**Signal metal coverage by tile**

(4 px per um) The die is cut into 20 by 20 equal tiles; white is low, dark blue is high, scaled to the fullest tile. Values are wire area over tile area, all layers added.
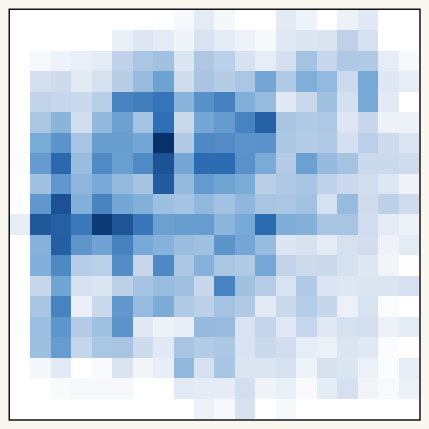
**Selected gate families**

(4 px per um)
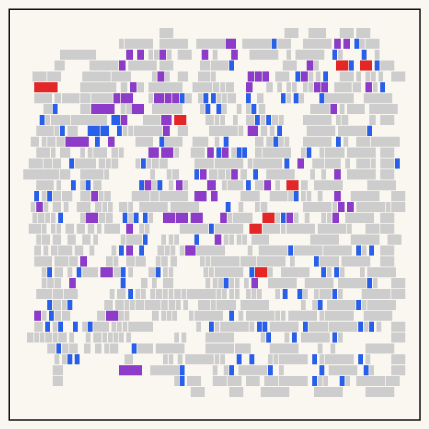
**I/O nets highlighted**

(4 px per um)
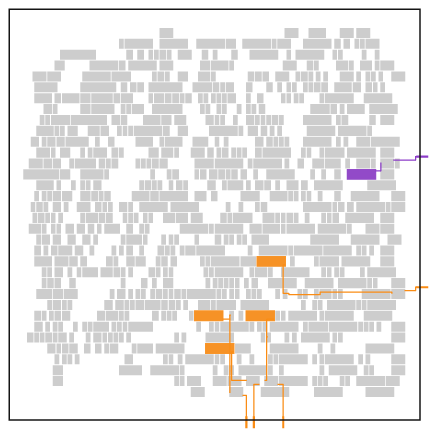
===== src/rtl/fft_ctrl_if.sv =====
// Sample/bank/butterfly control bundle between the FFT sequencer and its datapath.
// master = sequencer side, slave = datapath / sample-source side.
interface fft_ctrl_if #(
   parameter int R = 5
);
   logic          i_start;
   logic          o_busy;
   logic          o_done;
   logic          i_in_valid;
   logic          o_in_ready;
   logic          o_ld_we;
   logic          o_ld_bank;
   logic [R-2:0]  o_ld_addr;
   logic          o_rd_en;
   logic [R-2:0]  o_rd_a0;
   logic [R-2:0]  o_rd_a1;
   logic          o_rd_swap;
   logic [R-2:0]  o_tw_idx;
   logic          o_wr_en;
   logic [R-2:0]  o_wr_a0;
   logic [R-2:0]  o_wr_a1;
   logic          o_wr_swap;
   logic          o_out_valid;
   logic [R-1:0]  o_out_idx;
   logic          o_out_bank;

   modport master (
      input  i_start, i_in_valid,
      output o_busy, o_done, o_in_ready, o_ld_we, o_ld_bank, o_ld_addr,
             o_rd_en, o_rd_a0, o_rd_a1, o_rd_swap, o_tw_idx,
             o_wr_en, o_wr_a0, o_wr_a1, o_wr_swap,
             o_out_valid, o_out_idx, o_out_bank
   );

   modport slave (
      output i_start, i_in_valid,
      input  o_busy, o_done, o_in_ready, o_ld_we, o_ld_bank, o_ld_addr,
             o_rd_en, o_rd_a0, o_rd_a1, o_rd_swap, o_tw_idx,
             o_wr_en, o_wr_a0, o_wr_a1, o_wr_swap,
             o_out_valid, o_out_idx, o_out_bank
   );
endinterface


===== src/rtl/fft_ctrl.sv =====
// In-place radix-2 DIF FFT sequencer: loads N samples into two parity-mapped
// banks, runs R butterfly stages (one read per cycle, write-back BF_LAT+1
// cycles later, a drain gap after every stage), then unloads in natural
// frequency order.
module fft_ctrl #(
   parameter int R      = 5,
   parameter int N      = 32,
   parameter int BF_LAT = 3
) (
   input  logic       i_clk,
   input  logic       i_rst,
   fft_ctrl_if.master bus
);

   localparam int AW  = R - 1;
   localparam int SW  = (R > 1) ? $clog2(R) : 1;
   localparam int DEP = BF_LAT + 1;
   localparam int DW  = (DEP > 1) ? $clog2(DEP) : 1;

   localparam logic [R-1:0]  ONE_R   = {{(R-1){1'b0}}, 1'b1};
   localparam logic [AW-1:0] ONE_AW  = {{(AW-1){1'b0}}, 1'b1};
   localparam logic [SW-1:0] ONE_SW  = {{(SW-1){1'b0}}, 1'b1};
   localparam logic [DW-1:0] ONE_DW  = {{(DW-1){1'b0}}, 1'b1};
   localparam logic [R-1:0]  LAST_K  = {R{1'b1}};
   localparam logic [AW-1:0] LAST_B  = {AW{1'b1}};
   localparam logic [SW-1:0] LAST_S  = SW'(R - 1);
   localparam logic [DW-1:0] LAST_DR = DW'(BF_LAT);

   typedef enum logic [2:0] {
      S_IDLE   = 3'd0,
      S_LOAD   = 3'd1,
      S_COMP   = 3'd2,
      S_DRAIN  = 3'd3,
      S_UNLOAD = 3'd4,
      S_DONE   = 3'd5
   } state_t;

   // Read-side descriptor of one issued butterfly.
   typedef struct packed {
      logic [AW-1:0] a0;
      logic [AW-1:0] a1;
      logic          swap;
      logic [AW-1:0] tw;
   } bf_t;

   // Write-back descriptor carried through the latency line.
   typedef struct packed {
      logic          v;
      logic [AW-1:0] a0;
      logic [AW-1:0] a1;
      logic          swap;
   } wb_t;

   localparam bf_t BF_ZERO = {{AW{1'b0}}, {AW{1'b0}}, 1'b0, {AW{1'b0}}};
   localparam wb_t WB_ZERO = {1'b0, {AW{1'b0}}, {AW{1'b0}}, 1'b0};

   // Even parity of a sample index selects its bank.
   function automatic logic par_f(input logic [R-1:0] x);
      return ^x;
   endfunction

   // Bank address of bitrev(x) for the low R-1 bits of x: the top index bit
   // of x lands on bit 0 of bitrev(x), which the >>1 discards.
   function automatic logic [AW-1:0] rev_addr_f(input logic [AW-1:0] x);
      logic [AW-1:0] r;
      for (int i = 0; i < AW; i++) begin
         r[i] = x[AW-1-i];
      end
      return r;
   endfunction

   // Operand addresses, swap and twiddle index for butterfly b of stage s.
   function automatic bf_t bf_calc(input logic [SW-1:0] s, input logic [AW-1:0] b);
      int  m;
      int  bi;
      int  lo;
      int  pi;
      int  qi;
      bf_t r;
      m  = R - 1 - int'(s);
      bi = int'(b);
      lo = bi & ((32'sd1 << m) - 32'sd1);
      pi = ((bi >> m) << (m + 1)) | lo;
      qi = pi | (32'sd1 << m);
      r.swap = ^pi;
      if (r.swap) begin
         r.a0 = AW'(qi >> 1);
         r.a1 = AW'(pi >> 1);
      end else begin
         r.a0 = AW'(pi >> 1);
         r.a1 = AW'(qi >> 1);
      end
      r.tw = AW'(lo << int'(s));
      return r;
   endfunction

   state_t        st_r;
   logic [R-1:0]  ld_k_r;
   logic [R-1:0]  k_r;
   logic [SW-1:0] s_r;
   logic [AW-1:0] b_r;
   logic [DW-1:0] dr_r;
   logic          busy_r;
   logic          done_r;
   logic          in_ready_r;
   logic          rd_en_r;
   bf_t           rd_bf_r;
   logic          out_valid_r;
   logic [R-1:0]  out_idx_r;
   logic          out_bank_r;
   wb_t           dl_r [DEP];

   bf_t           bf_nx_s;
   bf_t           bf_stage_s;
   bf_t           bf_first_s;
   logic [AW-1:0] k_lo_nx_s;
   logic          ld_we_s;

   assign bf_nx_s    = bf_calc(s_r, b_r + ONE_AW);
   assign bf_stage_s = bf_calc(s_r + ONE_SW, {AW{1'b0}});
   assign bf_first_s = bf_calc({SW{1'b0}}, {AW{1'b0}});
   assign k_lo_nx_s  = k_r[AW-1:0] + ONE_AW;
   assign ld_we_s    = in_ready_r & bus.i_in_valid;

   // Sequencer FSM: state, counters and all registered read/output strobes.
   always_ff @(posedge i_clk) begin
      if (i_rst) begin
         st_r        <= S_IDLE;
         ld_k_r      <= {R{1'b0}};
         k_r         <= {R{1'b0}};
         s_r         <= {SW{1'b0}};
         b_r         <= {AW{1'b0}};
         dr_r        <= {DW{1'b0}};
         busy_r      <= 1'b0;
         done_r      <= 1'b0;
         in_ready_r  <= 1'b0;
         rd_en_r     <= 1'b0;
         rd_bf_r     <= BF_ZERO;
         out_valid_r <= 1'b0;
         out_idx_r   <= {R{1'b0}};
         out_bank_r  <= 1'b0;
      end else begin
         out_valid_r <= 1'b0;
         done_r      <= 1'b0;
         case (st_r)
            S_IDLE: begin
               if (bus.i_start) begin
                  st_r       <= S_LOAD;
                  busy_r     <= 1'b1;
                  in_ready_r <= 1'b1;
                  ld_k_r     <= {R{1'b0}};
               end else begin
                  busy_r     <= 1'b0;
               end
            end
            S_LOAD: begin
               if (bus.i_in_valid) begin
                  ld_k_r <= ld_k_r + ONE_R;
                  if (ld_k_r == LAST_K) begin
                     st_r       <= S_COMP;
                     in_ready_r <= 1'b0;
                     s_r        <= {SW{1'b0}};
                     b_r        <= {AW{1'b0}};
                     rd_en_r    <= 1'b1;
                     rd_bf_r    <= bf_first_s;
                  end else begin
                     in_ready_r <= 1'b1;
                  end
               end else begin
                  in_ready_r <= 1'b1;
               end
            end
            S_COMP: begin
               if (b_r == LAST_B) begin
                  st_r    <= S_DRAIN;
                  dr_r    <= {DW{1'b0}};
                  rd_en_r <= 1'b0;
                  rd_bf_r <= BF_ZERO;
               end else begin
                  b_r     <= b_r + ONE_AW;
                  rd_bf_r <= bf_nx_s;
               end
            end
            S_DRAIN: begin
               if (dr_r == LAST_DR) begin
                  rd_en_r <= 1'b1;
                  if (s_r == LAST_S) begin
                     st_r    <= S_UNLOAD;
                     k_r     <= {R{1'b0}};
                     rd_bf_r <= BF_ZERO;
                  end else begin
                     st_r    <= S_COMP;
                     s_r     <= s_r + ONE_SW;
                     b_r     <= {AW{1'b0}};
                     rd_bf_r <= bf_stage_s;
                  end
               end else begin
                  dr_r <= dr_r + ONE_DW;
               end
            end
            S_UNLOAD: begin
               out_valid_r <= 1'b1;
               out_idx_r   <= k_r;
               out_bank_r  <= par_f(k_r);
               if (k_r == LAST_K) begin
                  st_r    <= S_DONE;
                  done_r  <= 1'b1;
                  rd_en_r <= 1'b0;
                  rd_bf_r <= BF_ZERO;
               end else begin
                  k_r     <= k_r + ONE_R;
                  rd_bf_r <= {rev_addr_f(k_lo_nx_s), rev_addr_f(k_lo_nx_s), 1'b0, {AW{1'b0}}};
               end
            end
            S_DONE: begin
               st_r   <= S_IDLE;
               busy_r <= 1'b0;
            end
            default: begin
               st_r       <= S_IDLE;
               busy_r     <= 1'b0;
               in_ready_r <= 1'b0;
               rd_en_r    <= 1'b0;
            end
         endcase
      end
   end

   // Write-back latency line: each butterfly read re-emerges DEP cycles later.
   always_ff @(posedge i_clk) begin
      if (i_rst) begin
         for (int i = 0; i < DEP; i++) begin
            dl_r[i] <= WB_ZERO;
         end
      end else begin
         dl_r[0] <= {rd_en_r && (st_r == S_COMP), rd_bf_r.a0, rd_bf_r.a1, rd_bf_r.swap};
         for (int i = 1; i < DEP; i++) begin
            dl_r[i] <= dl_r[i-1];
         end
      end
   end

   assign bus.o_busy      = busy_r;
   assign bus.o_done      = done_r;
   assign bus.o_in_ready  = in_ready_r;
   assign bus.o_ld_we     = ld_we_s;
   assign bus.o_ld_bank   = ld_we_s & par_f(ld_k_r);
   assign bus.o_ld_addr   = ld_we_s ? ld_k_r[R-1:1] : {AW{1'b0}};
   assign bus.o_rd_en     = rd_en_r;
   assign bus.o_rd_a0     = rd_bf_r.a0;
   assign bus.o_rd_a1     = rd_bf_r.a1;
   assign bus.o_rd_swap   = rd_bf_r.swap;
   assign bus.o_tw_idx    = rd_bf_r.tw;
   assign bus.o_wr_en     = dl_r[DEP-1].v;
   assign bus.o_wr_a0     = dl_r[DEP-1].a0;
   assign bus.o_wr_a1     = dl_r[DEP-1].a1;
   assign bus.o_wr_swap   = dl_r[DEP-1].swap;
   assign bus.o_out_valid = out_valid_r;
   assign bus.o_out_idx   = out_idx_r;
   assign bus.o_out_bank  = out_bank_r;

endmodule


===== src/flat_wrapper.sv =====
// flat-port wrapper written by rule: the top's interface ports become plain ports
module fft_ctrl_flat 
#(
   parameter int R      = 5,
   parameter int N      = 32,
   parameter int BF_LAT = 3
)
  (i_clk, i_rst, bus_i_start, bus_i_in_valid, bus_o_busy, bus_o_done, bus_o_in_ready, bus_o_ld_we, bus_o_ld_bank, bus_o_ld_addr, bus_o_rd_en, bus_o_rd_a0, bus_o_rd_a1, bus_o_rd_swap, bus_o_tw_idx, bus_o_wr_en, bus_o_wr_a0, bus_o_wr_a1, bus_o_wr_swap, bus_o_out_valid, bus_o_out_idx, bus_o_out_bank);
  fft_ctrl_if #(.R(R)) bus_i ();
  input  logic i_clk;
  input  logic i_rst;
  input wire logic [$bits(bus_i.i_start)-1:0] bus_i_start;
  input wire logic [$bits(bus_i.i_in_valid)-1:0] bus_i_in_valid;
  output wire logic [$bits(bus_i.o_busy)-1:0] bus_o_busy;
  output wire logic [$bits(bus_i.o_done)-1:0] bus_o_done;
  output wire logic [$bits(bus_i.o_in_ready)-1:0] bus_o_in_ready;
  output wire logic [$bits(bus_i.o_ld_we)-1:0] bus_o_ld_we;
  output wire logic [$bits(bus_i.o_ld_bank)-1:0] bus_o_ld_bank;
  output wire logic [$bits(bus_i.o_ld_addr)-1:0] bus_o_ld_addr;
  output wire logic [$bits(bus_i.o_rd_en)-1:0] bus_o_rd_en;
  output wire logic [$bits(bus_i.o_rd_a0)-1:0] bus_o_rd_a0;
  output wire logic [$bits(bus_i.o_rd_a1)-1:0] bus_o_rd_a1;
  output wire logic [$bits(bus_i.o_rd_swap)-1:0] bus_o_rd_swap;
  output wire logic [$bits(bus_i.o_tw_idx)-1:0] bus_o_tw_idx;
  output wire logic [$bits(bus_i.o_wr_en)-1:0] bus_o_wr_en;
  output wire logic [$bits(bus_i.o_wr_a0)-1:0] bus_o_wr_a0;
  output wire logic [$bits(bus_i.o_wr_a1)-1:0] bus_o_wr_a1;
  output wire logic [$bits(bus_i.o_wr_swap)-1:0] bus_o_wr_swap;
  output wire logic [$bits(bus_i.o_out_valid)-1:0] bus_o_out_valid;
  output wire logic [$bits(bus_i.o_out_idx)-1:0] bus_o_out_idx;
  output wire logic [$bits(bus_i.o_out_bank)-1:0] bus_o_out_bank;
  assign bus_i.i_start = bus_i_start;
  assign bus_i.i_in_valid = bus_i_in_valid;
  assign bus_o_busy = bus_i.o_busy;
  assign bus_o_done = bus_i.o_done;
  assign bus_o_in_ready = bus_i.o_in_ready;
  assign bus_o_ld_we = bus_i.o_ld_we;
  assign bus_o_ld_bank = bus_i.o_ld_bank;
  assign bus_o_ld_addr = bus_i.o_ld_addr;
  assign bus_o_rd_en = bus_i.o_rd_en;
  assign bus_o_rd_a0 = bus_i.o_rd_a0;
  assign bus_o_rd_a1 = bus_i.o_rd_a1;
  assign bus_o_rd_swap = bus_i.o_rd_swap;
  assign bus_o_tw_idx = bus_i.o_tw_idx;
  assign bus_o_wr_en = bus_i.o_wr_en;
  assign bus_o_wr_a0 = bus_i.o_wr_a0;
  assign bus_o_wr_a1 = bus_i.o_wr_a1;
  assign bus_o_wr_swap = bus_i.o_wr_swap;
  assign bus_o_out_valid = bus_i.o_out_valid;
  assign bus_o_out_idx = bus_i.o_out_idx;
  assign bus_o_out_bank = bus_i.o_out_bank;
  fft_ctrl #(.R(R), .N(N), .BF_LAT(BF_LAT)) u_core (.i_clk(i_clk), .i_rst(i_rst), .bus(bus_i));
endmodule

===== config.mk =====
export PLATFORM = sky130hd
export DESIGN_NAME = fft_ctrl_flat
export DESIGN_NICKNAME = d
export VERILOG_FILES = /design/src/rtl/fft_ctrl_if.sv /design/src/rtl/fft_ctrl.sv /design/src/flat_wrapper.sv
export SDC_FILE = /design/constraint.sdc
export NUM_CORES = 1
export LEC_CHECK = 0
export ABC_AREA = 1
export CAP_MARGIN = 0
export CORE_MARGIN = 3
export CORE_UTILIZATION = 50
export CTS_BUF_LIST = sky130_fd_sc_hd__clkbuf_4 sky130_fd_sc_hd__clkbuf_8
export CTS_CLUSTER_DIAMETER = 40
export DETAILED_ROUTE_END_ITERATION = 12
export GPL_TIMING_DRIVEN = 0
export HOLD_SLACK_MARGIN = 0.02
export PLACE_DENSITY_LB_ADDON = 0.1
export SLEW_MARGIN = 0
export SYNTH_ARGS = -nofsm -noshare
export SYNTH_HDL_FRONTEND = slang
export SYNTH_SLANG_ARGS = --single-unit
export TNS_END_PERCENT = 50

===== constraint.sdc =====
create_clock -name i_clk -period 3.8 [get_ports i_clk]
set_input_delay 0.76 -clock i_clk [delete_from_list [all_inputs] [get_ports i_clk]]
set_output_delay 0.76 -clock i_clk [all_outputs]
set_load 0.02 [all_outputs]

==> deck_impl_summary.md <==
Run Summary

Synthesis
  • Dominant kind of combinational cell: simple AND/OR/NAND/NOR gates
  • Area leader, netlist: dfxtp_1
  • Simple-Gate Area Share: 0.3409
  • Dominant cell area share: 0.3714
  • Aoi share: 0.09555
  • Xor/xnor share: 0.01673
  • Synth top cells by count: 143 x nand2_1, 109 x inv_1, 108 x nor2_1
  • Yosys warning tally: 0
  • Synthesized cell area: 0.004636 mm2
  • Cells after Synth: 674
  • Mux frac, synth: 0
  • Syn_area_per_cell: 6.878 um2
  • Synthesis area per yosys: 0.004636 mm2
  • Post-synth ARST share: 0
  • Unique cell types: 47
  • Commonest flop: dfxtp_1
  • Yosys Instances: 674
  • Synth flops: 86
  • Synth top cell by count: nand2_1
  • Yosys adder share: 0.05128
  • Post-synth EDFFs: 0
  • Post-synth seq share: 0.3714
  • Top cells by area: dfxtp_1 37%, nand2_1 12%, inv_1 8.8%
  • Syn_nets: 697

Critical path
  • CP required: 4100 ps
  • Reg-to-Reg Start: u_core.s_r[0]
  • CP max-delay cell: dfxtp_4
  • Critical Path Fanout Max: 8
  • CP Data Arrival Time: 3880 ps
  • CP bufs+invs: 2
  • R2R Setup Slk: 220 ps
  • Delay-heaviest family, CP: simple AND/OR/NAND/NOR gates
  • Setup crit end: u_core.bus.o_rd_a1[3]
  • Worst setup SP type: register
  • Max incr delay on CP: 390 ps
  • Crit path kind: register to register
  • Crit path launch: u_core.s_r[0]
  • FF-to-FF path depth: 28
  • Crit. End Element: register
  • Crit path depth: 28

Layout
  • Combinational Gates: 453
  • Non-clock buffer share: 0.1140
  • Reg with most FFs: u_core.dl_r
  • Synth-to-layout area growth: 21.19%
  • Non-clock buffers: 71
  • Design area: 0.005618 mm2
  • CLK BUF: 9
  • Nets: 762
  • Filler Cells Inserted: 833
  • Final core utilization: 0.6349
  • Diode count: 0
  • Logic area: 0.002470 mm2
  • Non-clk invs: 118
  • Fraction of layout cells with a size suffix above 1: 0.1492
  • Flop Count: 86
  • Layout clock area frac: 0.03430
  • FF/Latch Area: 0.001727 mm2
  • Flop share of the area: 0.3074
  • Top cells excl fill/tap: 136 x nand2_1, 106 x inv_1, 103 x nor2_1, 84 x dfxtp_1, 42 x clkdlybuf4s50_1

Power
  • Cell Int Power: 2.237 mW
  • Clk pwr share: 0.141
  • Total combinational power: 2.75 mW
  • Seq group: 1.07 mW
  • Flop pwr share: 0.241
  • Comb power frac: 0.619
  • Power Density: 790.5 mW/mm2
  • Total power draw: 4.441 mW
  • Leakage: 2.550 nW
  • Switching share of power: 0.4962
  • Clk. pwr: 0.625 mW
  • Peak supply drop: 0.0006380 V
  • Top pwr grp: combinational cells

Global route
  • Vias in the first global route: 4008
  • Met3 global-route usage: 0.03140
  • GR Overflow Total: 0
  • Largest net degree at the start of global routing: 19
  • Met1 usage: 0.2646
  • GRT Overall Usage: 0.2166
  • Initial antenna violation count: 0
  • First-pass GRT wire length: 18.17 mm
  • GR Layer Usage met2: 0.3808
  • Most used routing layer: met2

Placement
  • Inst Count DP: 824
  • # port buffers: 42
  • Placed Area: 0.005191 mm2
  • Final Wtd Congestion: 0.9197
  • Pre-CTS setup slack: -340.2 ps

STA
  • Final Setup Violations: 0
  • Fin. Hold Viols: 0
  • Setup WS post-layout: 224.8 ps
  • Setup TNS: 0 ps
  • Setup Skew: 9.101 ps
  • Actual slew at the worst max-slew pin: 846.7 ps
  • Final hold slack: 400.6 ps
  • FMAX: 279.7 MHz
  • Final min period: 3575 ps
  • Slew HR: 0.4312

Clock tree
  • Root Buffer: clkbuf_8
  • Clock sink total: 86
  • Clock transition at the registers of the reported paths: 100 ps
  • Inserted Clock Buffers: 9
  • Post-CTS Setup Inserts: 5
  • CTS HTree Levels: 3
  • PostCTS Resize Cnt: 11
  • TritonCTS clock tree: done
  • Hold Buf Count CTS: 0
  • Max clock buf depth: 2

Job
  • OpenROAD warning count: 30
  • Max_cap viols: 0

Drt
  • Drt drc: 0
  • DR WL met3: 530 um
  • ANT nets after route: 0
  • DRT met1 WL: 4.855 mm
  • Drt first pass iters: 5
  • Top layer used by detailed routing: met4
  • DR iter-0 viols: 234
  • Drt via density: 5.192
  • Final WL: 11.40 mm
  • Routed wire per std cell: 13.38 um
  • Routed length on met2: 5.663 mm

Worst hold path
  • Worst hold path type: register to register
  • Hold Path Sink: u_core.dl_r[1][8]
  • Hold Startpoint: u_core.dl_r[0][8]
  • Hold depth: 2

Floorplan
  • Core ar.: 0.008848 mm2
  • Die Y: 102.3 um
  • Die width: 102.3 um
  • Chip area: 0.01046 mm2
  • Core Density at Floorplan: 0.5239
  • I/O pin cnt: 44
  • N_taps: 108

Run status
  • Status: finished clean
-- 'signal metal coverage by tile' (at the start) --
nearly empty tiles = 15%
emptiest ninth of the die = lower right
mean over tiles = 0.18
fullest tile = 0.64
tiles over half the peak = 18%

-- 'selected gate families' (at the start) --
purple -> inverting AOI/OAI gates  # cells 71, most used a21oi_1
red -> XOR/XNOR gates  # cells 8, most used xor2_1
blue -> inverters  # cells 118, most used inv_1, where spread over the die
most instantiated logic cell after routing: nand2_1
Non-Filler Instances: 852
combinational share of cell area: 0.4396

-- 'I/O nets highlighted' (at the start) --
purple -> `bus_o_done`  # bits 1, direction output, edge right, end cells 1, buffers 1, wire 10.0 um
orange -> `bus_o_rd_a0`  # bits 4, direction output, edge 3 bottom, 1 right, end cells 4, buffers 4, wire 117 um

Power figures rest on the tool's default switching activity, not on a simulated workload.
